$ cat config.mk
export PLATFORM = sky130hd
export DESIGN_NAME = mct_rd_arbiter
export DESIGN_NICKNAME = d
export VERILOG_FILES = /design/src/rtl/mct_rd_arbiter.sv
export SDC_FILE = /design/constraint.sdc
export NUM_CORES = 1
export LEC_CHECK = 0
export CORE_AREA = 5 5 689 691
export DETAILED_ROUTE_END_ITERATION = 6
export DIE_AREA = 0 0 694 696
export PLACE_DENSITY_LB_ADDON = 0.08
export REMOVE_ABC_BUFFERS = 1
export SLEW_MARGIN = 0
export SYNTH_ARGS = -nofsm -noshare
export SYNTH_HDL_FRONTEND = slang
export SYNTH_SLANG_ARGS = --single-unit
export TNS_END_PERCENT = 1
$ cat constraint.sdc
create_clock -name clk -period 6.35 [get_ports clk]
set_input_delay 1.27 -clock clk [delete_from_list [all_inputs] [get_ports clk]]
set_output_delay 1.27 -clock clk [all_outputs]
set_load 0.05 [all_outputs]
$ cat src/rtl/mct_rd_arbiter.sv
`default_nettype none
// ============================================================================
// Module   : mct_rd_arbiter
// Purpose  : Merges two AXI4 read requesters onto one shared AXI4 read
//            master. A two-state AR FSM (ARB/ISSUE) picks one requester
//            per burst. An order FIFO holds one requester id per granted,
//            uncompleted burst. R beats are steered to the requester at the
//            FIFO head with no added latency. Bursts complete in issue order
//            because only one AXI ID is used.
//
// Ports    : clk, rst_n                - clock, async active-low reset
//            s0_ar*/s1_ar*             - requester AR channels (slave side)
//            s0_r*/s1_r*               - requester R channels (rdata/rlast
//                                        broadcast to both)
//            m_axi_ar*/m_axi_r*        - shared AXI4 read master
//            outstanding               - order-FIFO occupancy
//            idle                      - FSM in ARB and nothing outstanding
//
// Config   : MCT_RD_ARB_ROUND_ROBIN_EN
//              defined   -> a tie goes to the requester not granted last
//              undefined -> fixed priority, requester 0 wins a tie
//
// Revision : 1.0 - initial release
// ============================================================================
module mct_rd_arbiter #(
  parameter int C_M_AXI_ADDR_WIDTH = 64,
  parameter int C_M_AXI_DATA_WIDTH = 512,
  parameter int C_MAX_OUTSTANDING  = 8
) (
  input  logic                                   clk,
  input  logic                                   rst_n,
  // requester 0
  input  logic                                   s0_arvalid,
  output logic                                   s0_arready,
  input  logic [C_M_AXI_ADDR_WIDTH-1:0]          s0_araddr,
  input  logic [7:0]                             s0_arlen,
  output logic                                   s0_rvalid,
  input  logic                                   s0_rready,
  output logic [C_M_AXI_DATA_WIDTH-1:0]          s0_rdata,
  output logic                                   s0_rlast,
  // requester 1
  input  logic                                   s1_arvalid,
  output logic                                   s1_arready,
  input  logic [C_M_AXI_ADDR_WIDTH-1:0]          s1_araddr,
  input  logic [7:0]                             s1_arlen,
  output logic                                   s1_rvalid,
  input  logic                                   s1_rready,
  output logic [C_M_AXI_DATA_WIDTH-1:0]          s1_rdata,
  output logic                                   s1_rlast,
  // shared AXI4 read master
  output logic                                   m_axi_arvalid,
  input  logic                                   m_axi_arready,
  output logic [C_M_AXI_ADDR_WIDTH-1:0]          m_axi_araddr,
  output logic [7:0]                             m_axi_arlen,
  input  logic                                   m_axi_rvalid,
  output logic                                   m_axi_rready,
  input  logic [C_M_AXI_DATA_WIDTH-1:0]          m_axi_rdata,
  input  logic                                   m_axi_rlast,
  // status
  output logic [$clog2(C_MAX_OUTSTANDING+1)-1:0] outstanding,
  output logic                                   idle
);

  localparam int                 C_PTR_W   = $clog2(C_MAX_OUTSTANDING);
  localparam int                 C_CNT_W   = $clog2(C_MAX_OUTSTANDING + 1);
  localparam logic [C_CNT_W-1:0] C_MAX_CNT = C_CNT_W'(C_MAX_OUTSTANDING);

  typedef enum logic [0:0] {
    ARB   = 1'b0,
    ISSUE = 1'b1
  } state_t;

  state_t               r_state;
  state_t               w_state_nxt;
  logic                 r_sel;        // requester owning the current ISSUE
  logic                 w_win;        // arbitration result in ARB
  logic                 w_grant;      // ARB -> ISSUE this cycle
  logic                 w_sel_arvalid;
  logic                 w_ar_hs;      // AR handshake on the master side
  logic                 w_pop;        // last beat of the head burst accepted
  logic                 w_empty;
  logic                 w_head;       // requester id at the FIFO head

  // Order FIFO: one requester-id bit per slot. Depth is a power of two,
  // so the pointers wrap by natural overflow.
  logic [C_MAX_OUTSTANDING-1:0] r_order;
  logic [C_PTR_W-1:0]           r_wr_ptr;
  logic [C_PTR_W-1:0]           r_rd_ptr;
  logic [C_CNT_W-1:0]           r_count;

`ifdef MCT_RD_ARB_ROUND_ROBIN_EN
  // Requester granted most recently. Resets to 1 so that requester 0
  // wins the first tie.
  logic r_rr_last;
`endif

  // --------------------------------------------------------------------------
  // Arbitration: a lone requester always wins; only a tie needs a policy.
  // --------------------------------------------------------------------------
  always_comb begin
    w_win = 1'b0;
    if (s0_arvalid && s1_arvalid) begin
`ifdef MCT_RD_ARB_ROUND_ROBIN_EN
      w_win = ~r_rr_last;
`else
      w_win = 1'b0;
`endif
    end else begin
      w_win = s1_arvalid;
    end
  end

  // Valid of the owning requester. It is only meaningful in ISSUE.
  assign w_sel_arvalid = r_sel ? s1_arvalid : s0_arvalid;
  assign w_ar_hs       = (r_state == ISSUE) && w_sel_arvalid && m_axi_arready;

  // --------------------------------------------------------------------------
  // AR FSM: state register
  // --------------------------------------------------------------------------
  always_ff @(posedge clk or negedge rst_n) begin
    if (!rst_n) begin
      r_state <= ARB;
      r_sel   <= 1'b0;
    end else begin
      r_state <= w_state_nxt;
      if (w_grant) begin
        r_sel <= w_win;
      end
    end
  end

  // --------------------------------------------------------------------------
  // AR FSM: next state and AR-channel outputs.
  // The winner is registered first and issued one cycle later. This
  // keeps the request mux off the arbitration path. As a result, AR
  // handshakes are at least two cycles apart.
  // --------------------------------------------------------------------------
  always_comb begin
    w_state_nxt   = r_state;
    w_grant       = 1'b0;
    m_axi_arvalid = 1'b0;
    m_axi_araddr  = '0;
    m_axi_arlen   = '0;
    s0_arready    = 1'b0;
    s1_arready    = 1'b0;
    case (r_state)
      ARB: begin
        if ((s0_arvalid || s1_arvalid) && (r_count < C_MAX_CNT)) begin
          w_grant     = 1'b1;
          w_state_nxt = ISSUE;
        end
      end
      ISSUE: begin
        m_axi_arvalid = w_sel_arvalid;
        if (r_sel) begin
          m_axi_araddr = s1_araddr;
          m_axi_arlen  = s1_arlen;
          s1_arready   = m_axi_arready;
        end else begin
          m_axi_araddr = s0_araddr;
          m_axi_arlen  = s0_arlen;
          s0_arready   = m_axi_arready;
        end
        if (w_ar_hs) begin
          w_state_nxt = ARB;
        end
      end
      default: begin
        w_state_nxt = ARB;
      end
    endcase
  end

`ifdef MCT_RD_ARB_ROUND_ROBIN_EN
  always_ff @(posedge clk or negedge rst_n) begin
    if (!rst_n) begin
      r_rr_last <= 1'b1;
    end else if (w_ar_hs) begin
      r_rr_last <= r_sel;
    end
  end
`endif

  // --------------------------------------------------------------------------
  // Order FIFO. A push happens on each AR handshake. A pop happens on
  // the last beat of the head burst. The grant is blocked when the FIFO
  // is full, so a push never meets a full FIFO. m_axi_rready is held low
  // when the FIFO is empty, so a pop never meets an empty FIFO.
  // --------------------------------------------------------------------------
  assign w_empty = (r_count == '0);
  assign w_head  = r_order[r_rd_ptr];
  assign w_pop   = m_axi_rvalid && m_axi_rready && m_axi_rlast;

  always_ff @(posedge clk or negedge rst_n) begin
    if (!rst_n) begin
      r_order  <= '0;
      r_wr_ptr <= '0;
      r_rd_ptr <= '0;
      r_count  <= '0;
    end else begin
      if (w_ar_hs) begin
        r_order[r_wr_ptr] <= r_sel;
        r_wr_ptr          <= r_wr_ptr + C_PTR_W'(1);
      end
      if (w_pop) begin
        r_rd_ptr <= r_rd_ptr + C_PTR_W'(1);
      end
      case ({w_ar_hs, w_pop})
        2'b10:   r_count <= r_count + C_CNT_W'(1);
        2'b01:   r_count <= r_count - C_CNT_W'(1);
        default: r_count <= r_count;
      endcase
    end
  end

  // --------------------------------------------------------------------------
  // R path: purely combinational steering by the FIFO head (no latency).
  // --------------------------------------------------------------------------
  always_comb begin
    m_axi_rready = 1'b0;
    s0_rvalid    = 1'b0;
    s1_rvalid    = 1'b0;
    if (!w_empty) begin
      if (w_head) begin
        s1_rvalid    = m_axi_rvalid;
        m_axi_rready = s1_rready;
      end else begin
        s0_rvalid    = m_axi_rvalid;
        m_axi_rready = s0_rready;
      end
    end
  end

  // Data and last are broadcast; only the routed rvalid qualifies them.
  assign s0_rdata = m_axi_rdata;
  assign s1_rdata = m_axi_rdata;
  assign s0_rlast = m_axi_rlast;
  assign s1_rlast = m_axi_rlast;

  assign outstanding = r_count;
  assign idle        = (r_state == ARB) && w_empty;

endmodule
`default_nettype wire

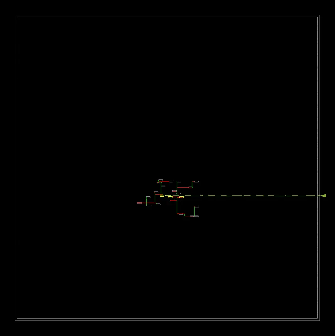
*Clock wiring as the flow saved it*
Latency at later pin: 0.27 ns
CTS buffer count: 3

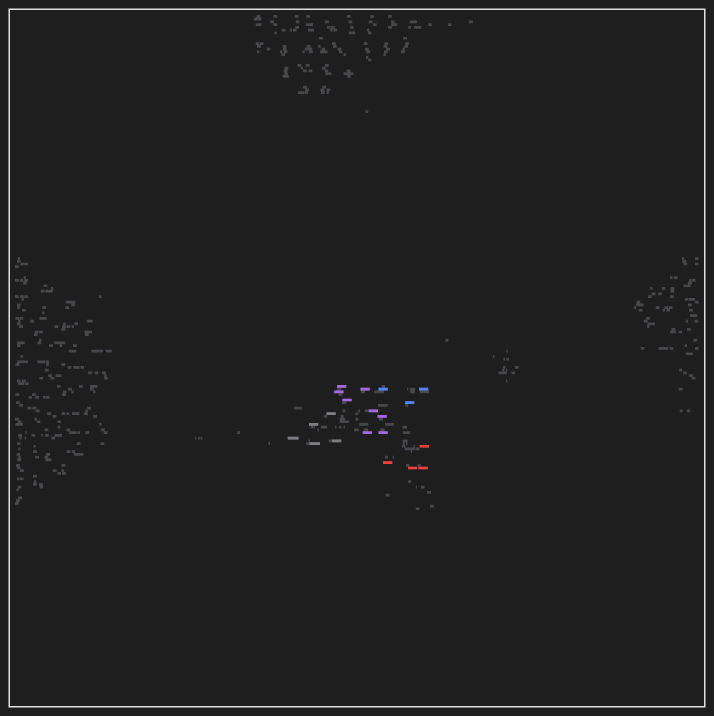
*Register map, names as in the netlist*
Scale: 1 px per micron.
red -> outstanding  # placed flops 4
blue -> r_rd_ptr  # placed flops 3
purple -> r_order  # placed flops 8, where center
not colored = 5
Reg area: 508 sq um
Seq/total area: 0.0403
post-layout util: 0.0269
P_seq: 0.418 mW

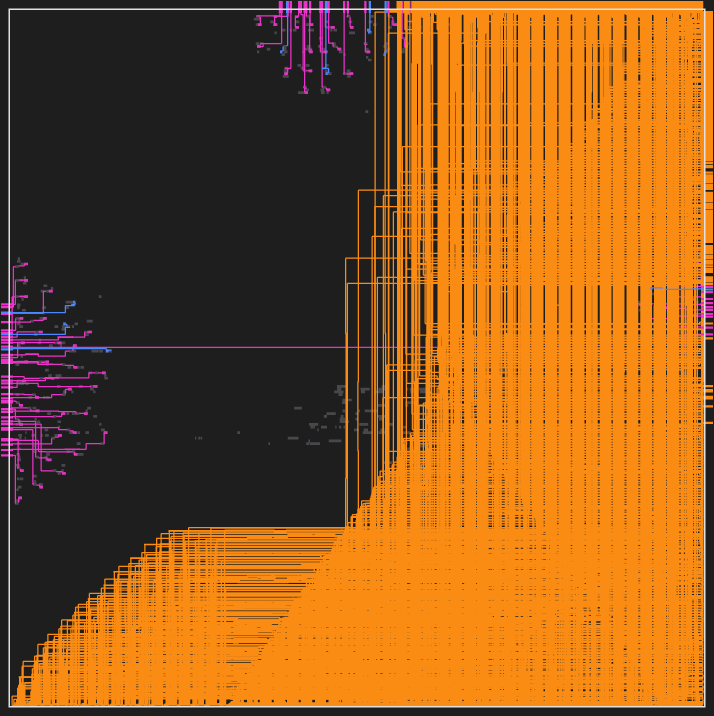
*Port wiring*
Scale: 1 px per micron.
blue -> m_axi_arlen  # bits 8, direction output, edge 4 top, 3 left, 1 right, end cells 8, wire 484 microns
magenta -> s0_araddr  # bits 64, direction input, edge 35 left, 19 top, 10 right, end cells 64, wire 3690 microns
orange -> s1_rdata  # bits 512, direction output, edge 323 top, 189 right, end cells 0, wire 592 mm
IO Pins: 1774
IO Port Bufs: 237

==> impl_metrics.py <==
# Metrics from the implementation run
metrics = {
    "critical_path": {
        "startpoint_type": "input pin",
        "rr_worst_depth": 11,
        "crit_path_start": "s1_rready",
        "cp_cell_sequence": "clkdlybuf4s50_1, nand2_1, a21boi_0, buf_4, clkdlybuf4s50_1",
        "cp.depth": 5,
        "cp.required_ns": 5.08,
        "cp_top_family": "buffers and inverters",
    },
    "hold_path": {
        "min_from": "r_order[4]",
        "hold_path.class": "flip-flop to flip-flop",
    },
    "synth": {
        "adder_share": 0.00821,
        "ys_seq_elements": 20,
        "synthMuxAreaShare": 0.0941,
        "postSynthSeqShare": 0.0498,
        "ys_area_sq_mm": 0.0101,
        "flop_cell": "dfrtp_1",
        "synth.distinct_cells": 30,
        "async_flop_share": 1.00,
        "syn_avg_cell_area_sq_um": 7.82,
        "yosys_warnings": 0,
        "synthCells": 1286,
        "yosysTopAreaCellShare": 0.766,
    },
    "layout": {
        "area_growth_pct": 25.4,
        "layout_top_cell": "clkdlybuf4s50_1",
        "flops": 20,
        "buffers": 244,
        "biggestCellCategory": "tap cells",
        "num-multi-input-gates": 216,
        "drive_above_1_share": 0.0492,
        "inverters": 4,
        "fin_area_sq_mm": 0.0126,
        "n_fill_cell": 56150,
        "finalNonFillerCells": 6717,
    },
    "timing": {
        "fin_ws_ns": 1.03,
        "setup_tns_ns": 0,
        "max_slew_margin": 0.243,
        "hold-worst-slack_ns": 0.516,
        "post-route-period-util": 0.838,
        "fmax_mhz": 188,
        "setup_viol": 0,
    },
    "floorplan": {
        "die_w_microns": 694,
        "core_util_floorplan": 0.0215,
        "nWellTaps": 6223,
    },
    "detailed_routing": {
        "wl_met3_microns": 166000,
        "met1Wirelength_microns": 76800,
        "met2_length_microns": 290000,
        "drtIter0Drc": 1380,
        "drc_errors": 0,
        "viasPerCell": 1.31,
        "ant_nets": 0,
    },
    "clocking": {
        "numClockSinks": 20,
        "cts_root_buffer": "clkbuf_16",
        "cts_setup_buffers": 0,
        "clk_pin_slew_ns": 0.07,
    },
    "pwr": {
        "p_total_mw": 2.93,
        "comb_cell_power_mw": 2.36,
        "powerClk_mw": 0.158,
    },
    "global_routing": {
        "grt_usage": 0.246,
        "grtUsageMet2": 0.414,
        "grt_util_met3": 0.323,
    },
    "flow_run": {
        "tool_warnings": 25,
    },
    "outcome": {
        "status": "complete, no violations",
    },
}
Power figures rest on the tool's default switching activity, not on a simulated workload.
